$ cat src/rtl/mem_access_unit_pkg.sv
// rtl/mem_access_unit_pkg.sv - shared opcode, lane-strobe and state constants for the MEM stage
package mem_access_unit_pkg;

    localparam logic [5:0] OP_LB  = 6'b100000;
    localparam logic [5:0] OP_LBU = 6'b100100;
    localparam logic [5:0] OP_LW  = 6'b100011;
    localparam logic [5:0] OP_SB  = 6'b101000;
    localparam logic [5:0] OP_SH  = 6'b101001;
    localparam logic [5:0] OP_SW  = 6'b101011;

    localparam logic [3:0] BYTE_EN_NONE    = 4'b0000;
    localparam logic [3:0] BYTE_EN_ALL     = 4'b1111;
    localparam logic [3:0] BYTE_EN_LO_HALF = 4'b0011;
    localparam logic [3:0] BYTE_EN_HI_HALF = 4'b1100;

    localparam logic [1:0] ST_IDLE = 2'd0;
    localparam logic [1:0] ST_BUS  = 2'd1;
    localparam logic [1:0] ST_RESP = 2'd2;

    function automatic logic is_mem_op(input logic [5:0] op);
        case (op)
            OP_LB, OP_LBU, OP_LW, OP_SB, OP_SH, OP_SW: is_mem_op = 1'b1;
            default:                                   is_mem_op = 1'b0;
        endcase
    endfunction

    function automatic logic is_store_op(input logic [5:0] op);
        is_store_op = (op == OP_SB) || (op == OP_SH) || (op == OP_SW);
    endfunction

endpackage

$ cat src/rtl/mem_lane_align.sv
// rtl/mem_lane_align.sv - byte-lane strobes/replication for stores, extraction/extension for loads
module mem_lane_align
    import mem_access_unit_pkg::*;
(
    input  logic [5:0]  op,
    input  logic [1:0]  addr_lo,
    input  logic [31:0] store_data,
    input  logic [31:0] read_data,
    output logic [3:0]  write_en,
    output logic [31:0] write_data,
    output logic [31:0] load_data,
    output logic        misaligned
);

    logic [7:0] lane_byte;

    always_comb begin
        write_en   = BYTE_EN_NONE;
        write_data = '0;
        load_data  = '0;
        misaligned = 1'b0;
        lane_byte  = read_data[{addr_lo, 3'b000} +: 8];
        case (op)
            OP_LB:  load_data = {{24{lane_byte[7]}}, lane_byte};
            OP_LBU: load_data = {24'b0, lane_byte};
            OP_LW: begin
                misaligned = (addr_lo != 2'b00);
                load_data  = read_data;
            end
            OP_SB: begin
                write_en   = 4'b0001 << addr_lo;
                write_data = {4{store_data[7:0]}};
            end
            OP_SH: begin
                misaligned = addr_lo[0];
                write_en   = addr_lo[1] ? BYTE_EN_HI_HALF : BYTE_EN_LO_HALF;
                write_data = {2{store_data[15:0]}};
            end
            OP_SW: begin
                misaligned = (addr_lo != 2'b00);
                write_en   = BYTE_EN_ALL;
                write_data = store_data;
            end
            default: ;
        endcase
    end

endmodule

$ cat src/rtl/mem_access_unit.sv
// rtl/mem_access_unit.sv - MEM-stage load/store engine with RAM handshake and pipeline stall
module mem_access_unit
    import mem_access_unit_pkg::*;
#(
    parameter int ADDR_WIDTH = 32,
    parameter int DATA_WIDTH = 32
) (
    input  logic                  clk,
    input  logic                  rst,
    input  logic                  req_valid,
    input  logic [5:0]            req_op,
    input  logic [ADDR_WIDTH-1:0] req_addr,
    input  logic [DATA_WIDTH-1:0] req_store_data,
    output logic                  req_ready,
    output logic                  stall_request,
    output logic                  resp_valid,
    output logic [DATA_WIDTH-1:0] resp_load_data,
    output logic                  resp_misaligned,
    output logic                  ram_en,
    output logic [3:0]            ram_write_en,
    output logic [ADDR_WIDTH-1:0] ram_addr,
    output logic [DATA_WIDTH-1:0] ram_write_data,
    input  logic                  ram_ready,
    input  logic [DATA_WIDTH-1:0] ram_read_data
);

    logic [1:0]            state_q, state_d;
    logic [5:0]            op_q, op_d;
    logic [1:0]            off_q, off_d;
    logic                  resp_valid_q, resp_valid_d;
    logic                  resp_mis_q, resp_mis_d;
    logic [DATA_WIDTH-1:0] resp_data_q, resp_data_d;
    logic                  ram_en_q, ram_en_d;
    logic [3:0]            ram_we_q, ram_we_d;
    logic [ADDR_WIDTH-1:0] ram_addr_q, ram_addr_d;
    logic [DATA_WIDTH-1:0] ram_wdata_q, ram_wdata_d;

    logic                  accept;
    logic [5:0]            align_op;
    logic [1:0]            align_lo;
    logic [3:0]            align_we;
    logic [31:0]           align_wdata;
    logic [31:0]           align_load;
    logic                  align_mis;

    // In IDLE the aligner looks at the incoming request; afterwards at the latched op.
    assign align_op = (state_q == ST_IDLE) ? req_op : op_q;
    assign align_lo = (state_q == ST_IDLE) ? req_addr[1:0] : off_q;

    mem_lane_align u_align (
        .op         (align_op),
        .addr_lo    (align_lo),
        .store_data (req_store_data),
        .read_data  (ram_read_data),
        .write_en   (align_we),
        .write_data (align_wdata),
        .load_data  (align_load),
        .misaligned (align_mis)
    );

    assign accept        = (state_q == ST_IDLE) && req_valid && is_mem_op(req_op);
    assign req_ready     = (state_q == ST_IDLE);
    assign stall_request = accept || (state_q == ST_BUS);

    always_comb begin
        state_d      = state_q;
        op_d         = op_q;
        off_d        = off_q;
        resp_valid_d = 1'b0;
        resp_mis_d   = resp_mis_q;
        resp_data_d  = resp_data_q;
        ram_en_d     = ram_en_q;
        ram_we_d     = ram_we_q;
        ram_addr_d   = ram_addr_q;
        ram_wdata_d  = ram_wdata_q;
        case (state_q)
            ST_IDLE: begin
                if (accept) begin
                    op_d  = req_op;
                    off_d = req_addr[1:0];
                    if (align_mis) begin
                        state_d      = ST_RESP;
                        resp_valid_d = 1'b1;
                        resp_mis_d   = 1'b1;
                        resp_data_d  = '0;
                    end else begin
                        state_d     = ST_BUS;
                        resp_mis_d  = 1'b0;
                        ram_en_d    = 1'b1;
                        ram_we_d    = align_we;
                        ram_addr_d  = {req_addr[ADDR_WIDTH-1:2], 2'b00};
                        ram_wdata_d = align_wdata;
                    end
                end
            end
            ST_BUS: begin
                if (ram_ready) begin
                    state_d      = ST_RESP;
                    ram_en_d     = 1'b0;
                    resp_valid_d = 1'b1;
                    resp_data_d  = is_store_op(op_q) ? '0 : align_load;
                end
            end
            ST_RESP: state_d = ST_IDLE;
            default: state_d = ST_IDLE;
        endcase
    end

    always_ff @(posedge clk) begin
        if (!rst) begin
            state_q      <= ST_IDLE;
            op_q         <= '0;
            off_q        <= '0;
            resp_valid_q <= 1'b0;
            resp_mis_q   <= 1'b0;
            resp_data_q  <= '0;
            ram_en_q     <= 1'b0;
            ram_we_q     <= BYTE_EN_NONE;
            ram_addr_q   <= '0;
            ram_wdata_q  <= '0;
        end else begin
            state_q      <= state_d;
            op_q         <= op_d;
            off_q        <= off_d;
            resp_valid_q <= resp_valid_d;
            resp_mis_q   <= resp_mis_d;
            resp_data_q  <= resp_data_d;
            ram_en_q     <= ram_en_d;
            ram_we_q     <= ram_we_d;
            ram_addr_q   <= ram_addr_d;
            ram_wdata_q  <= ram_wdata_d;
        end
    end

    assign resp_valid      = resp_valid_q;
    assign resp_misaligned = resp_mis_q;
    assign resp_load_data  = resp_data_q;
    assign ram_en          = ram_en_q;
    assign ram_write_en    = ram_we_q;
    assign ram_addr        = ram_addr_q;
    assign ram_write_data  = ram_wdata_q;

endmodule

$ cat config.mk
export PLATFORM = sky130hd
export DESIGN_NAME = mem_access_unit
export DESIGN_NICKNAME = d
export VERILOG_FILES = /design/src/rtl/mem_access_unit_pkg.sv /design/src/rtl/mem_lane_align.sv /design/src/rtl/mem_access_unit.sv
export SDC_FILE = /design/constraint.sdc
export NUM_CORES = 1
export LEC_CHECK = 0
export ABC_AREA = 1
export CAP_MARGIN = 20
export CORE_ASPECT_RATIO = 0.7
export CORE_UTILIZATION = 40
export CTS_CLUSTER_DIAMETER = 120
export CTS_CLUSTER_SIZE = 25
export DETAILED_ROUTE_END_ITERATION = 8
export PLACE_DENSITY_LB_ADDON = 0.3
export SKIP_CTS_REPAIR_TIMING = 1
export SLEW_MARGIN = 5
export SYNTH_ARGS = -nofsm -noshare
export SYNTH_HDL_FRONTEND = slang
export SYNTH_SLANG_ARGS = --single-unit
$ cat constraint.sdc
create_clock -name clk -period 1.6 [get_ports clk]
set_input_delay 0.48 -clock clk [delete_from_list [all_inputs] [get_ports clk]]
set_output_delay 0.48 -clock clk [all_outputs]
set_load 0.01 [all_outputs]
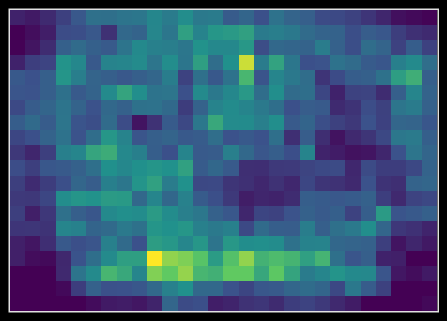
(routed metal per tile)
(3 px per um) The die is cut into 28 by 20 equal tiles; dark purple is low, yellow is high, scaled to the fullest tile. Values are wire area over tile area, all layers added.
tiles over half the peak: 12%
fullest tile: 0.77
nearly empty tiles: 4.1%
total detailed-routing wirelength: 21.34 mm
final routed wire length divided by cell count: 15.88 um
Overall Global Routing Usage: 24.50%
vias: 6609

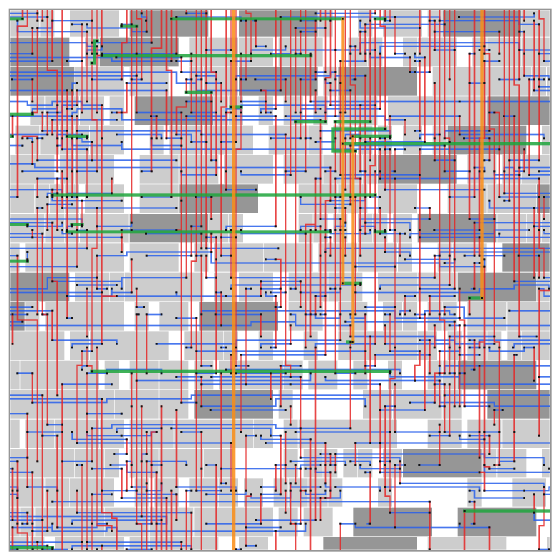
(a small window of the routed layout)
Region (46, 45) to (96, 95) um. Cells in gray, sequential cells in the stronger gray; small squares are vias.
legend:
  M1:
    color: blue
  M2:
    color: red
  M3:
    color: green
  M4:
    color: orange
cells with their middle in the window: 233
sequential cells in the window: 25
most frequent: nand2_1 (61), dfxtp_1 (25), clkdlybuf4s50_1 (21)
netlist names of flops here include: ram_write_data (13), ram_addr (9), ram_write_en (3)

==> results.rst <==
Physical design figures
=======================

.. list-table::
   :header-rows: 1

   * - Metric
     - Value
   * - Root buffer cell
     - clkbuf_16
   * - Global-route wire length before repair
     - around 28 mm
   * - CTS sink count
     - between 100 and 150
   * - Antenna violations before repair
     - 0
   * - Standard cell area after detailed placement
     - 8272 um^2
   * - Vias in the first global route
     - around 5600
   * - Leading cell type in the layout, fill and taps excluded
     - nand2_1
   * - Seq/Total Area, Yosys
     - between 40% and 50%
   * - Latency at later pin
     - ~350 ps
   * - Power dissipated by switching net loads
     - ~1.7 mW
   * - Worst Hold Slack
     - 446.1 ps
   * - Final setup violation count
     - around 110
   * - DRT iter0 DRCs
     - between 500 and 600
   * - Critical Path RT
     - ~1900 ps
   * - Post-route cell area
     - about 9900 um^2
   * - Failing checks
     - setup timing
   * - Fraction of power consumed by the clock network
     - 37.5%
   * - Ant. Diodes
     - 0
   * - Overall die width
     - between 100 and 150 um
   * - Synthesis-to-finish area growth
     - 79.21%
   * - Slew Limit Fails
     - 0
   * - HP Class
     - flop to flop
   * - Tally of nets with antenna violations remaining after routing
     - 0
   * - Yosys reg bits
     - ~110
   * - Largest net degree at the start of global routing
     - slightly below 60
   * - Part of the power in combinational logic
     - approximately 17%
   * - Endpoints failing hold
     - 0
   * - Master of the slowest instance on the critical path
     - dfxtp_4
   * - Yosys stat area
     - 5525 um^2
   * - Worst setup slack after layout
     - -451.4 ps
   * - Worst VDD drop
     - approximately 560 uV
   * - Crit Path Category
     - flop to flop
   * - Start point of the critical path
     - state_q[1]
   * - Clock period minus worst slack
     - 2051 ps
   * - Gate count after technology mapping
     - roughly 880
   * - Per-cell via count in the routed design
     - around 4.9
   * - Yosys warnings
     - 0
   * - Setup repair after global routing missed its margin
     - yes
   * - R2r endpoint
     - resp_load_data[2]
   * - Number of buffers created by CTS
     - 9
   * - Row Count
     - 35
   * - Switching share of power
     - a little over a quarter
   * - Die Y
     - 100.3 um
   * - CTS max path bufs
     - 2
   * - Status
     - complete, but fails checks
   * - RD Place Congestion
     - about 0.86
   * - HPWL after detailed placement
     - 12.84 mm
   * - Die area
     - 14290 um^2
   * - Post-layout net count
     - ~1300
   * - Cell area after technology mapping
     - around 5500 um^2
   * - Average cell area after synthesis
     - roughly 6.3 um^2
   * - Cell-by-cell listing of the critical path
     - nor2_4 -> buf_6 -> nand2_4 -> nand2_4 -> inv_4 -> nor2_4 -> inv_2 -> nor2_4 -> buf_6 -> nand2_2 -> nand2_1 -> inv_1 -> nor2_2 -> nor2_1 -> nor2_1
   * - Gr ovfl total
     - 0
   * - Core footprint
     - between 10000 and 15000 um^2
   * - Power Internal
     - 4.608 mW
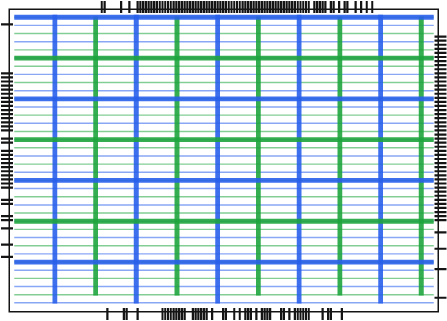
(supply network)
(3 px per um) Pins as bars on the die edge.
legend:
  VDD:
    color: green
  VSS:
    color: blue
signal pins: 211
met4 straps: 10
rows: 35
met1 rails: 36

[stage by stage]
stage,utilization [%],cells,worst slack [ps]
finish,74.38,1344,-451.4
global route,74.38,1344,-537.2
CTS,64.39,1306,-908.1
detailed placement,62.13,1291,-909.2
global placement,62.13,1291,-885.7
floorplan,-,880,-56.78
[layout make-up]
class | instances | area, um^2
well taps | 185 | 231.5
clock buffers | 9 | 225.2
multi-input cells | 653 | 3233
inverters | 66 | 271.5
fillers | 1018 | 3411
clock inverters | 6 | 75.07
repair buffers | 314 | 3638
flip-flops and latches | 111 | 2227
[cell families (layout without fill, tap and decap cells)]
kind of cell | Yosys count | count (layout) | synth area share [%]
other | 1 | 2 | 0.06787
AND-OR/OR-AND | 120 | 120 | 11.01
buffers and inverters | 116 | 395 | 9.828
AND/OR/NAND/NOR | 531 | 531 | 38.88
flip-flops | 111 | 111 | 40.22
[synthesized netlist by cell type]
cell type	n	area [um^2]
buf_2	19	95.09
nor2_2	2	12.51
o21ai_0	31	155.2
buf_4	10	75.07
nand4_1	1	6.260
clkinv_1	1	3.750
nand3b_1	7	52.55
inv_1	61	229.0
nand2_2	7	43.79
or2_2	3	18.77
nand3_2	3	30.03
clkbuf_1	14	52.55
dfxtp_1	111	2222
nor2_4	4	45.04
conb_1	1	3.750
o21ai_2	1	8.760
nand2_4	1	11.26
a21oi_2	1	8.760
buf_6	6	67.56
nand2_1	358	1344
nand3_1	32	160.2
clkbuf_2	1	5.000
inv_2	4	15.01
a21oi_1	87	435.4
nor2_1	113	424.2
[worst min-delay path by stage]
stage / start / to / slack (ps) / cells past startpoint
2_1_floorplan: op_q[4] / op_q[4] / 420 / 2
3_3_place_gp: op_q[4] / op_q[4] / 420 / 2
3_5_place_dp: op_q[4] / op_q[4] / 430 / 2
4_1_cts: op_q[4] / op_q[4] / 440 / 2
5_1_grt: rst / ram_write_data[30] / 470 / 3
6_report: op_q[4] / op_q[4] / 450 / 2
[sequential cells by signal, indices dropped and copies added (netlist names)]
| register | flops |
|---|---|
| off_q | 2 |
| op_q | 6 |
| ram_addr | 30 |
| ram_en | 1 |
| ram_write_data | 32 |
| ram_write_en | 4 |
| resp_load_data | 32 |
| resp_misaligned | 1 |
| resp_valid | 1 |
| state_q | 2 |
[power groups by stage]
stage | clock network (mW) | logic (mW) | registers (mW)
6_report | 2.35 | 1.08 | 2.83
5_1_grt | 2.50 | 1.15 | 2.84
4_1_cts | 2.39 | 0.918 | 2.83
3_5_place_dp | 0 | 0.912 | 2.90
3_3_place_gp | 0 | 0.901 | 2.90
2_1_floorplan | 0 | 0.336 | 2.92
[per-layer routing]
layer,global-route usage (%),wire length (um)
met5,0,0
met3,4.819,1666
met4,5.790,213
met2,36.46,9459
met1,36.07,9999
[worst max-delay path, delay by kind of cell (launching register included)]
family                 cells  cell delay (ps)
and+or+nand+nor           10             1140
buffers and inverters      5              490
DFF                        1              380
Power and IR drop assume default switching activity.
